**src/rtl/rx_ipd_monitor.sv**
```systemverilog
// Zero-latency AXI4-Stream tap that measures inter-packet gaps in utimer ticks and
// accumulates packet, byte, pacing-violation and length-error statistics.
module rx_ipd_monitor #(
  parameter int unsigned C_S_AXIS_DATA_WIDTH  = 256,
  parameter int unsigned C_S_AXIS_TUSER_WIDTH = 128,
  parameter int unsigned C_S_AXI_DATA_WIDTH   = 32
) (
  input  logic                              axi_aclk,
  input  logic                              axi_resetn,
  input  logic                              utimer_clk,
  input  logic [C_S_AXIS_DATA_WIDTH-1:0]    s_axis_tdata,
  input  logic [C_S_AXIS_DATA_WIDTH/8-1:0]  s_axis_tstrb,
  input  logic [C_S_AXIS_TUSER_WIDTH-1:0]   s_axis_tuser,
  input  logic                              s_axis_tvalid,
  input  logic                              s_axis_tlast,
  output logic                              s_axis_tready,
  output logic [C_S_AXIS_DATA_WIDTH-1:0]    m_axis_tdata,
  output logic [C_S_AXIS_DATA_WIDTH/8-1:0]  m_axis_tstrb,
  output logic [C_S_AXIS_TUSER_WIDTH-1:0]   m_axis_tuser,
  output logic                              m_axis_tvalid,
  output logic                              m_axis_tlast,
  input  logic                              m_axis_tready,
  input  logic [C_S_AXI_DATA_WIDTH-1:0]     IPD_value,
  input  logic                              stats_clear,
  output logic [C_S_AXI_DATA_WIDTH-1:0]     last_ipd,
  output logic [C_S_AXI_DATA_WIDTH-1:0]     min_ipd,
  output logic [C_S_AXI_DATA_WIDTH-1:0]     max_ipd,
  output logic [C_S_AXI_DATA_WIDTH-1:0]     pkt_count,
  output logic [C_S_AXI_DATA_WIDTH-1:0]     byte_count,
  output logic [C_S_AXI_DATA_WIDTH-1:0]     ipd_violations,
  output logic [C_S_AXI_DATA_WIDTH-1:0]     len_errors,
  output logic                              ipd_valid
);

  localparam int unsigned StrbW = C_S_AXIS_DATA_WIDTH / 8;
  localparam int unsigned W     = C_S_AXI_DATA_WIDTH;
  localparam logic [W-1:0] One  = W'(1);

  typedef enum logic [1:0] {StIdle, StInPkt, StGap} state_e;

  state_e         state_q;
  logic           discard_q;
  logic           ipd_valid_q;
  logic [W-1:0]   gap_cnt_q, last_ipd_q, min_ipd_q, max_ipd_q;
  logic [W-1:0]   pkt_count_q, byte_count_q, ipd_viol_q, len_err_q;
  logic [15:0]    len_acc_q, len_exp_q;

  logic           beat, sop, eop, frame_open;
  logic [15:0]    beat_bytes, len_sum, len_exp;

  assign m_axis_tdata  = s_axis_tdata;
  assign m_axis_tstrb  = s_axis_tstrb;
  assign m_axis_tuser  = s_axis_tuser;
  assign m_axis_tvalid = s_axis_tvalid;
  assign m_axis_tlast  = s_axis_tlast;
  assign s_axis_tready = m_axis_tready;

  always_comb begin
    beat_bytes = '0;
    for (int i = 0; i < StrbW; i++) begin
      beat_bytes = beat_bytes + {15'd0, s_axis_tstrb[i]};
    end
  end

  assign beat    = s_axis_tvalid & m_axis_tready;
  assign sop     = beat & ~discard_q & (state_q != StInPkt);
  assign eop     = beat & s_axis_tlast & ~discard_q;
  assign len_sum = sop ? beat_bytes : len_acc_q + beat_bytes;
  assign len_exp = sop ? s_axis_tuser[15:0] : len_exp_q;
  // A packet is still open on the wire after this cycle (tracked or being discarded).
  assign frame_open = beat ? ~s_axis_tlast : ((state_q == StInPkt) | discard_q);

  always_ff @(posedge axi_aclk or negedge axi_resetn) begin
    if (!axi_resetn) begin
      state_q      <= StIdle;
      discard_q    <= 1'b0;
      ipd_valid_q  <= 1'b0;
      gap_cnt_q    <= '0;
      last_ipd_q   <= '0;
      min_ipd_q    <= '1;
      max_ipd_q    <= '0;
      pkt_count_q  <= '0;
      byte_count_q <= '0;
      ipd_viol_q   <= '0;
      len_err_q    <= '0;
      len_acc_q    <= '0;
      len_exp_q    <= '0;
    end else if (stats_clear) begin
      state_q      <= StIdle;
      discard_q    <= frame_open;
      ipd_valid_q  <= 1'b0;
      gap_cnt_q    <= '0;
      last_ipd_q   <= '0;
      min_ipd_q    <= '1;
      max_ipd_q    <= '0;
      pkt_count_q  <= '0;
      byte_count_q <= '0;
      ipd_viol_q   <= '0;
      len_err_q    <= '0;
      len_acc_q    <= '0;
      len_exp_q    <= '0;
    end else begin
      ipd_valid_q <= 1'b0;
      if (discard_q && beat && s_axis_tlast) discard_q <= 1'b0;

      case (state_q)
        StIdle, StGap: if (sop) state_q <= s_axis_tlast ? StGap : StInPkt;
        StInPkt:       if (eop) state_q <= StGap;
        default:       state_q <= StIdle;
      endcase

      // Neither the EOP nor the SOP acceptance cycle contributes a tick.
      if (eop) begin
        gap_cnt_q <= '0;
      end else if (state_q == StGap && !sop && utimer_clk && gap_cnt_q != '1) begin
        gap_cnt_q <= gap_cnt_q + One;
      end

      if (sop) begin
        pkt_count_q  <= pkt_count_q + One;
        byte_count_q <= byte_count_q + {{(W-16){1'b0}}, s_axis_tuser[15:0]};
        len_exp_q    <= s_axis_tuser[15:0];
      end

      if (sop && state_q == StGap) begin
        last_ipd_q  <= gap_cnt_q;
        ipd_valid_q <= 1'b1;
        if (gap_cnt_q < min_ipd_q) min_ipd_q <= gap_cnt_q;
        if (gap_cnt_q > max_ipd_q) max_ipd_q <= gap_cnt_q;
        if (gap_cnt_q < IPD_value) ipd_viol_q <= ipd_viol_q + One;
      end

      if (beat && !discard_q) len_acc_q <= len_sum;
      if (eop && len_sum != len_exp) len_err_q <= len_err_q + One;
    end
  end

  assign last_ipd       = last_ipd_q;
  assign min_ipd        = min_ipd_q;
  assign max_ipd        = max_ipd_q;
  assign pkt_count      = pkt_count_q;
  assign byte_count     = byte_count_q;
  assign ipd_violations = ipd_viol_q;
  assign len_errors     = len_err_q;
  assign ipd_valid      = ipd_valid_q;

endmodule

```
**config.mk**
```make
export PLATFORM = sky130hd
export DESIGN_NAME = rx_ipd_monitor
export DESIGN_NICKNAME = d
export VERILOG_FILES = /design/src/rtl/rx_ipd_monitor.sv
export SDC_FILE = /design/constraint.sdc
export NUM_CORES = 1
export LEC_CHECK = 0
export CORE_AREA = 4 4 428 430
export CTS_BUF_LIST = sky130_fd_sc_hd__clkbuf_8 sky130_fd_sc_hd__clkbuf_16
export CTS_CLUSTER_DIAMETER = 200
export DETAILED_ROUTE_END_ITERATION = 16
export DIE_AREA = 0 0 432 434
export PLACE_DENSITY = 0.33
export SETUP_SLACK_MARGIN = 0.5
export SLEW_MARGIN = 40
export SYNTH_ARGS = -nofsm -noshare
export SYNTH_HDL_FRONTEND = slang
export SYNTH_SLANG_ARGS = --single-unit
```
**constraint.sdc**
```tcl
create_clock -name axi_aclk -period 9 [get_ports axi_aclk]
set_input_delay 1.8 -clock axi_aclk [delete_from_list [all_inputs] [get_ports axi_aclk]]
set_output_delay 1.8 -clock axi_aclk [all_outputs]
set_load 0.01 [all_outputs]
```
Run 1, clock routing:
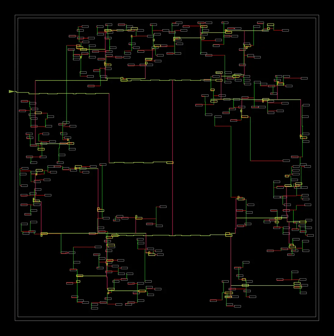
clk sink count: 292
worst skew pair latency: 0.62 ns
CTS Buf Count: 47
P_clk: 1.89 mW

Run 1, wires at chosen ports, followed through buffers:
Bar = 100 um.
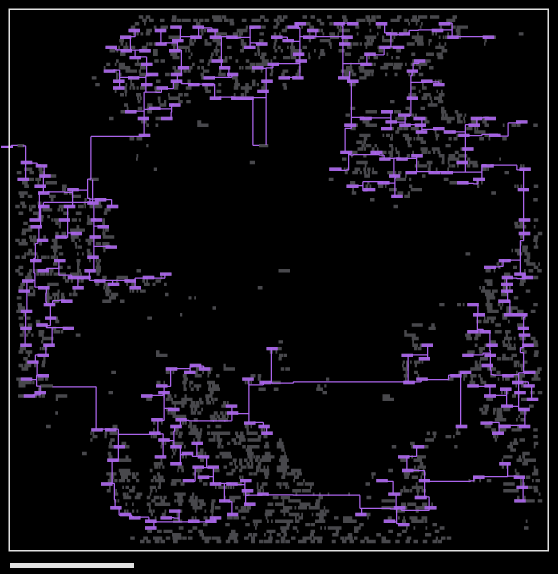
purple -> `axi_resetn`  # direction input, end cells 292, buffers 5, wire 4330 um
num ports: 1099
IO buf count: 362

Run 1, zoomed window:
Region (88, 306) to (128, 346) um. Cells in gray, sequential cells in the stronger gray; small squares are vias.
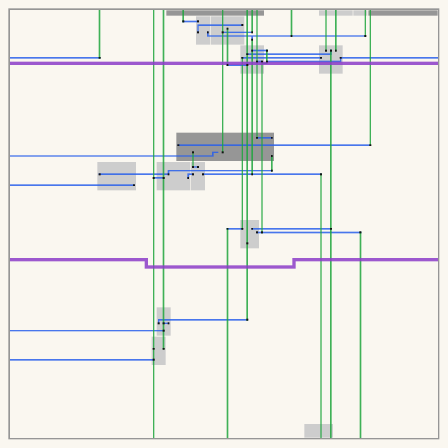
purple -> met3
blue -> met1
green -> met2
cells with their middle in the window = 12
netlist names of flops here include = `pkt_count` (1)
most frequent = nor2_1 (4), nand4_1 (2), xor2_1 (2)
sequential cells in the window = 1

Run 1, wiring heat map:
The die is cut into 22 by 22 equal tiles; dark blue is low, red is high, scaled to the fullest tile. Values are wire area over tile area, all layers added.
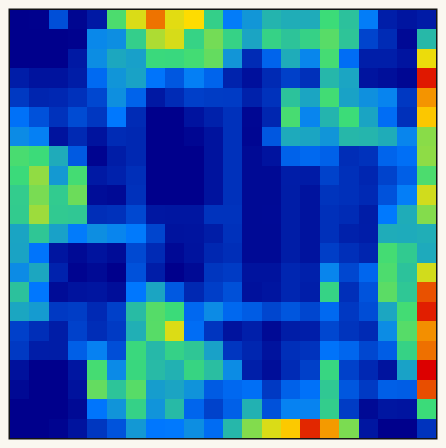
mean over tiles = 0.081
fullest tile = 0.36
tiles over half the peak = 11%
nearly empty tiles = 13%
emptiest ninth of the die = center
WL final: 93200 um
GRT Resource Usage Total: 9.64%
routed vias: 17056
Routed WL per cell: 19.2 um

-- run 1: power by group through the flow --
stage	Combinational, mW	Clock, mW	Sequential, mW
global placement	2.46	0	1.49
floorplan	1.40	0	1.48
detailed placement	2.43	0	1.49
CTS	2.64	2.03	1.47
finish	2.78	1.89	1.47
global route	3.07	2.06	1.48
-- run 1: logic make-up after synthesis --
logic type	count (synthesis)
simple gates	801
buf+inv	680
compound gates	392
flops	292
fa+ha+maj	155
xor+xnor	104
mux	41
-- run 1: Yosys cell counts (38+ instances only) --
master    count  share of area, %
a21oi_1     148               3.5
nand3_1     108               2.5
mux2i_1      39               1.8
ha_1        129               7.5
a31oi_1      38               1.1
dfrtp_1     260                30
nor3_1       56               1.3
nand4_1      49               1.4
xor2_1       69               2.8
buf_4       423                15
nand2_1     232               4.1
clkbuf_1     71               1.2
nor2_1      171               3.0
inv_1       164               2.9
a21o_1       50               1.8
o21ai_0      51               1.2
-- run 1: routing by layer --
metal	vias to the layer above	global-route usage, %	share of wire [%]
li1	8033	-	-
met4	2	4.49	4.8
met2	537	16.6	49
met3	274	2.93	6.8
met1	8210	10.9	39
met5	-	0.260	0.050
-- run 1: layout make-up --
cell class                 instances  area (sq um)
fill                           20315        153000
clock inverter                    29           230
timing repair buffer             461          4520
sequential                       292          7350
multi-input combinational       1493         10100
inverter                         164           617
clock buffer                      57          1330
tap                             2370          2970
-- run 1: flip-flops by register name (all words and copies together) (netlist names) --
name and count:
state_q 2, len_errors 32, ipd_violations 32, ipd_valid 1
gap_cnt_q 32, byte_count 32, min_ipd 32, len_exp_q 16
discard_q 1, last_ipd 32, pkt_count 32, len_acc_q 16
max_ipd 32
-- run 1: final timing paths --
| kind | from | to | slack [ns] | depth (start not counted) |
|---|---|---|---|---|
| max | s_axis_tstrb[0] | len_errors[2] | 0.75 | 25 |
| min in group asynchronous | axi_resetn | pkt_count[12] | 1.16 | 1 |
| max reg2reg | gap_cnt_q[31] | max_ipd[27] | 5.09 | 12 |
| min | last_ipd[11] | last_ipd[11] | 0.52 | 2 |
| min reg2reg | last_ipd[11] | last_ipd[11] | 0.52 | 2 |
| max in group asynchronous | axi_resetn | min_ipd[10] | 6.44 | 3 |
-- run 1: timing repair --
item                                   in CTS  in global routing
endpoints found under the hold margin       0                  0
cloned                                      2                  0
setup buffers                               6                  2
setup endpoints to repair                  32                 32
resized                                    35                 19
pin swaps                                  26                 32
-- run 1: through the flow --
stage	total power, mW	cells	setup TNS, ns	area [sq um]
floorplan	2.88	2465	0	21400
global placement	3.95	4766	-9.39	25200
detailed placement	3.92	4768	-11.05	25200
CTS	6.14	4862	0	26900
global route	6.62	4866	0	27100
finish	6.14	4866	0	27100
-- run 1: worst min-delay path, stage by stage, from the launching register on --
cell     delay [ns]
dfrtp_1        0.36
nand2_1        0.06
a21oi_1        0.05
==> impl_metrics.py, run 1 <==
# Metrics from the implementation run
metrics = {
    "run_status": {
        "status": "finished clean",
    },
    "routing": {
        "drcViolationCount": 0,
        "drt_iter0_markers": 653,
        "drt_pass1_iterations": 5,
        "viasPerCell": 3.51,
        "ant_nets": 0,
    },
    "synth": {
        "synth_cell_type_count": 72,
        "simple_gate_share_pct": 18.4,
        "syn_avg_cell_area_sq_um": 8.68,
        "ff_type": "dfrtp_1",
        "netlist_logic_family_top": "buffers and inverters",
        "yosysCellCount": 2465,
        "syn_inst": 2465,
        "async_flop_share_pct": 100,
        "ys_area_sq_um": 21400,
        "ys.flops": 292,
        "floorplan.nets": 3075,
        "synth-xor-area-share_pct": 4.26,
        "mux_share_pct": 1.93,
        "ys_seq_share_pct": 34.3,
        "adder_share_pct": 9.98,
        "ys_sh_aoi_pct": 11.6,
        "syn_area_sq_um": 21400,
        "edf_count": 0,
        "yosys_warnings": 0,
    },
    "die": {
        "fp_util_pct": 11.9,
        "fp.dieH_um": 434,
        "rows": 156,
        "chipArea_sq_um": 187000,
        "core_sq_um": 180000,
        "die_w_um": 432,
    },
    "pwr": {
        "pwr-share-clk_pct": 30.9,
        "peakVddDrop_uv": 328,
        "p_leak_nw": 11.4,
        "combPwrFrac_pct": 45.2,
        "seq_power_share_pct": 23.9,
        "netSwitchingFraction_pct": 36.2,
        "power_density_nw_per_um2": 227,
        "p_int_mw": 3.92,
        "switchingPower_mw": 2.22,
    },
    "setup_path": {
        "crit_required_ns": 9.51,
        "worst_path_largest_cell_delay_ns": 0.56,
        "slowest_stage": "fa_1",
        "arrival_ns": 8.76,
        "crit_fanout": 6,
        "worstSetupEndpointType": "flop",
        "path_class": "in2reg",
        "critical_path.most_common_cell": "fa_1",
        "cp.buffers_inverters": 7,
        "cp_top_family": "adder cells",
        "critPathLaunchType": "input port",
    },
    "placement": {
        "place_congestion": 0.714,
        "place_ws_ns": -0.520,
        "dp.final_hpwl_um": 69100,
    },
    "final_timing": {
        "finalCritPeriodShare_pct": 91.7,
        "maxSlewHeadroom_pct": 49.9,
        "hold_ws_ns": 0.517,
        "setup_viol": 0,
        "tightest_slew_ns": 0.749,
        "slew_violations": 0,
        "period_needed_ns": 8.25,
        "rsz0062_at_grt": "false",
        "fmax_mhz": 121,
        "fin_skew_ns": 0.0338,
        "fin_ws_ns": 0.745,
        "timing.final.hold_violations": 0,
    },
    "clock_tree": {
        "cts_buffer_depth": 3,
        "htreeDepth": 2,
        "cts_hold_buf": 0,
        "cts.clk_slew.worst_paths_ns": 0.06,
        "cts_tree": "yes",
        "cts-root-buf": "clkbuf_16",
    },
    "final_layout": {
        "antennaDiodeCount": 0,
        "fin_util_pct": 15.1,
        "fin_nets": 3069,
        "drive_gt1_share_pct": 10.6,
        "lay_top_count": "clkdlybuf4s50_1",
        "syn2layout_area_growth_pct": 26.6,
        "final_cell_mix": "clkdlybuf4s50_1, dfrtp_1, nand2_1",
    },
    "global_routing": {
        "grt-ovfl-total": 0,
        "grt_max_degree": 116,
        "grt_first_pass_wirelength_um": 133000,
        "grt_pass1_vias": 17546,
        "antenna_found_initial": 5,
    },
    "flow_run": {
        "cap_violations": 0,
        "openroad.warnings": 30,
    },
    "worst_hold_path": {
        "hold_path.class": "reg2reg",
    },
}
==> run 2, diff against run 1 <==
HOLD_SLACK_MARGIN = 0.06   (was not set)
RECOVER_POWER = 25   (was not set)
Run 2, wiring heat map:
The die is cut into 22 by 22 equal tiles; dark blue is low, red is high, scaled to the fullest tile. Values are wire area over tile area, all layers added.
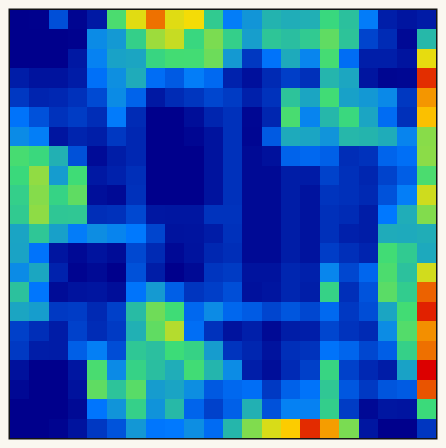
fullest tile = 0.36
emptiest ninth of the die = center
tiles over half the peak = 12%
nearly empty tiles = 13%
WL final: 93300 um
Routed WL per cell: 19.2 um

Run 2, wires at chosen ports, followed through buffers:
Bar = 100 um.
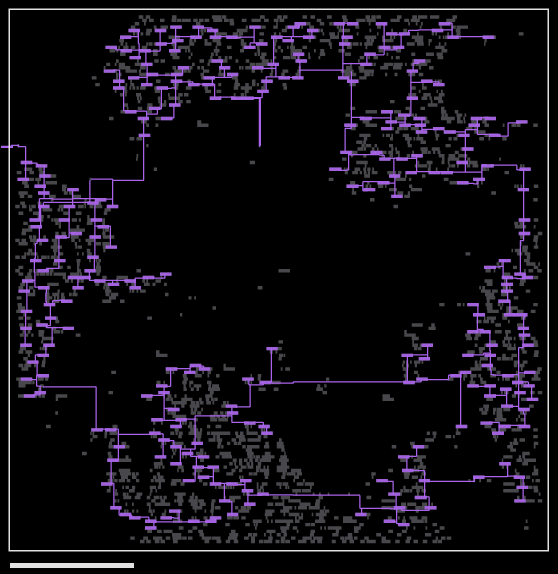
purple -> `axi_resetn`  # direction input, end cells 292, buffers 5, wire 4390 um

==> run 2 against run 1 <==
The run now ends with capacitance limit, slew limit left. Combinational power barely moved. Final area fell by 0.33%. First-iteration DRC count fell by 6.6%. Final cell count did not move. Die size did not move. Wire length barely moved. Utilization fell by 0.050 points. Total power barely moved. Critical path type unchanged. Critical endpoint is now len_errors[21]. Largest cell class unchanged. Largest power group unchanged.
==> impl_metrics.py, run 2 <==
# Metrics from the implementation run
metrics = {
    "flow_run": {
        "cap_violations": 4,
        "openroad.warnings": 30,
    },
    "global_routing": {
        "antenna_found_initial": 5,
        "grt_max_degree": 116,
        "grt_pass1_vias": 17546,
        "track_usage_pct": 9.64,
        "grt_first_pass_wirelength_um": 133000,
        "grt-ovfl-total": 0,
    },
    "setup_path": {
        "crit_required_ns": 9.55,
        "critical_path.most_common_cell": "fa_1",
        "r2r_start": "discard_q",
        "cp.buffers_inverters": 8,
        "crit_fanout": 7,
        "path_class": "in2reg",
        "crit_path_start": "s_axis_tstrb[0]",
        "slowest_stage": "fa_1",
        "arrival_ns": 8.82,
        "worstSetupEndpointType": "flop",
        "cp.depth": 29,
        "critPathLaunchType": "input port",
    },
    "final_layout": {
        "drive_gt1_share_pct": 10.3,
        "fin_nets": 3069,
        "fin_util_pct": 15.0,
        "antennaDiodeCount": 0,
        "lay_top_count": "clkdlybuf4s50_1",
        "syn2layout_area_growth_pct": 26.2,
        "final_area_sq_um": 27000,
        "fillCellCount": 20327,
    },
    "die": {
        "chipArea_sq_um": 187000,
        "fp_util_pct": 11.9,
        "pin_count": 1099,
        "core_sq_um": 180000,
        "fp.dieH_um": 434,
        "die_w_um": 432,
    },
    "routing": {
        "drcViolationCount": 0,
        "drt_iter0_markers": 610,
        "drt_pass1_iterations": 4,
        "viasPerCell": 3.51,
        "vias": 17056,
        "ant_nets": 0,
    },
    "synth": {
        "ys.flops": 292,
        "synthTopCellsByArea": "dfrtp_1, buf_4, ha_1",
        "yosysCellCount": 2465,
        "edf_count": 0,
        "common_cells": "buf_4, dfrtp_1, nand2_1, nor2_1, inv_1",
        "syn_inst": 2465,
        "synth_cell_type_count": 72,
        "ys_seq_share_pct": 34.3,
        "floorplan.nets": 3075,
        "ys_area_sq_um": 21400,
        "yosys_warnings": 0,
        "top_area_share_pct": 30.4,
        "synth_top_cell_by_count": "buf_4",
        "yosysTopAreaCell": "dfrtp_1",
        "async_flop_share_pct": 100,
        "ff_type": "dfrtp_1",
    },
    "pwr": {
        "power_density_nw_per_um2": 227,
        "seq_power_share_pct": 24.0,
        "p_leak_nw": 11.4,
        "p_int_mw": 3.92,
        "switchingPower_mw": 2.22,
        "pwr-share-clk_pct": 30.9,
        "netSwitchingFraction_pct": 36.2,
    },
    "worst_hold_path": {
        "worstHoldStart": "last_ipd[4]",
        "hold_path.class": "reg2reg",
        "hold_path_depth": 2,
    },
    "final_timing": {
        "maxSlewHeadroom_pct": -219,
        "setup_viol": 0,
        "fin_skew_ns": 0.0339,
        "rsz0062_at_grt": "false",
        "finalCritPeriodShare_pct": 91.9,
        "slew_violations": 176,
        "timing.final.hold_violations": 0,
        "period_needed_ns": 8.27,
        "fmax_mhz": 121,
    },
    "clock_tree": {
        "cts-root-buf": "clkbuf_16",
        "cts_sinks": 292,
        "cts_buffer_depth": 3,
        "cts_buffers": 47,
        "clk_latency_ns": 0.62,
        "cts_tree": "yes",
        "cts_hold_buf": 0,
        "cts.clk_slew.worst_paths_ns": 0.06,
    },
    "run_status": {
        "status": "finished, violations left",
        "violations": "capacitance limit, slew limit",
    },
    "placement": {
        "placement.cell_area_sq_um": 25200,
        "portBuffers": 362,
        "place_congestion": 0.714,
    },
}
Run 2, signal wires by layer:
Only two layers are drawn.
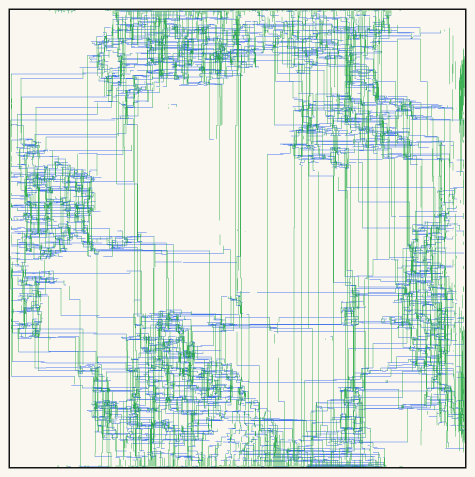
green -> met2  # wire length 45.6 mm
blue -> met1  # wire length 36.7 mm

==> run 2: cell counts after synthesis <==
Identical to the previous run, type by type.
==> run 2: power by group through the flow <==
stage / Sequential (mW) / Combinational (mW) / Clock (mW)
floorplan: 1.48 / 1.40 / 0
global placement: 1.49 / 2.46 / 0
detailed placement: 1.49 / 2.43 / 0
CTS: 1.47 / 2.64 / 2.03
global route: 1.48 / 3.07 / 2.06
finish: 1.47 / 2.77 / 1.90
==> run 2: final timing paths <==
kind                                  endpoint  slack (ns)
max in group asynchronous         last_ipd[10]        1.65
worst max register to register   len_errors[2]        3.06
worst max-delay path            len_errors[21]        0.73
min in group asynchronous        pkt_count[12]        2.89
worst min register to register     last_ipd[4]        0.51
worst min-delay path               last_ipd[4]        0.51
==> run 2: per-layer routing <==
metal / share of wire (%) / up-vias / global-route usage, % / wire length [um]
li1: - / 8034 / - / -
met1: 39 / 8217 / 10.9 / 36700
met2: 49 / 531 / 16.6 / 45600
met3: 6.9 / 272 / 2.93 / 6400
met4: 4.8 / 2 / 4.49 / 4500
met5: 0.050 / - / 0.260 / 47
==> run 2: repair_timing <==
item / 4_1_cts / 5_1_grt
resized: 35 / 19
endpoints found under the setup margin: 32 / 32
buffers inserted: 6 / 2
pin swaps: 26 / 32
cloned: 2 / 0
==> run 2: cell type report <==
class,instances,area [sq um],area share (%)
flip-flops and latches,292,7350,27.2
repair buffers,461,4440,16.5
inverters,164,617,2.29
multi-input cells,1493,10100,37.3
well taps,2370,2970,11.0
clock inverters,29,230,0.853
clock buffers,57,1330,4.91
==> run 2: logic make-up (layout without fill, tap and decap cells) <==
group	after synthesis	in the layout	share of synthesized area, %
fa+ha+maj	155	155	9.98
flops	292	292	34.3
buf+inv	680	711	19.5
mux	41	41	1.93
simple gates	801	801	18.4
xor+xnor	104	104	4.26
compound gates	392	392	11.6
==> run 2: worst reg2reg max path: stages (launching register included) <==
cell	delay, ns
dfrtp_1	0.38
and3b_1	0.20
clkbuf_1	1.10
nand2_1	1.53
mux2i_1	0.48
or4_1	0.61
a221oi_2	0.28
nand4_2	0.20
buf_6	0.18
o21ai_4	0.28
buf_12	0.17
buf_4	0.14
nor4b_1	0.05
a211o_1	0.24
==> run 2: stage by stage <==
stage | hold slack, ns | TNS [ns] | setup slack (ns) | instances
3_3_place_gp | 0.512 | -9.39 | -0.470 | 4766
2_1_floorplan | 0.493 | 0 | 0.690 | 2465
4_1_cts | 0.522 | 0 | 0.505 | 4862
3_5_place_dp | 0.512 | -11.05 | -0.520 | 4768
5_1_grt | 0.540 | 0 | 0.263 | 4866
6_report | 0.514 | 0 | 0.726 | 4866
Power and IR drop assume default switching activity.
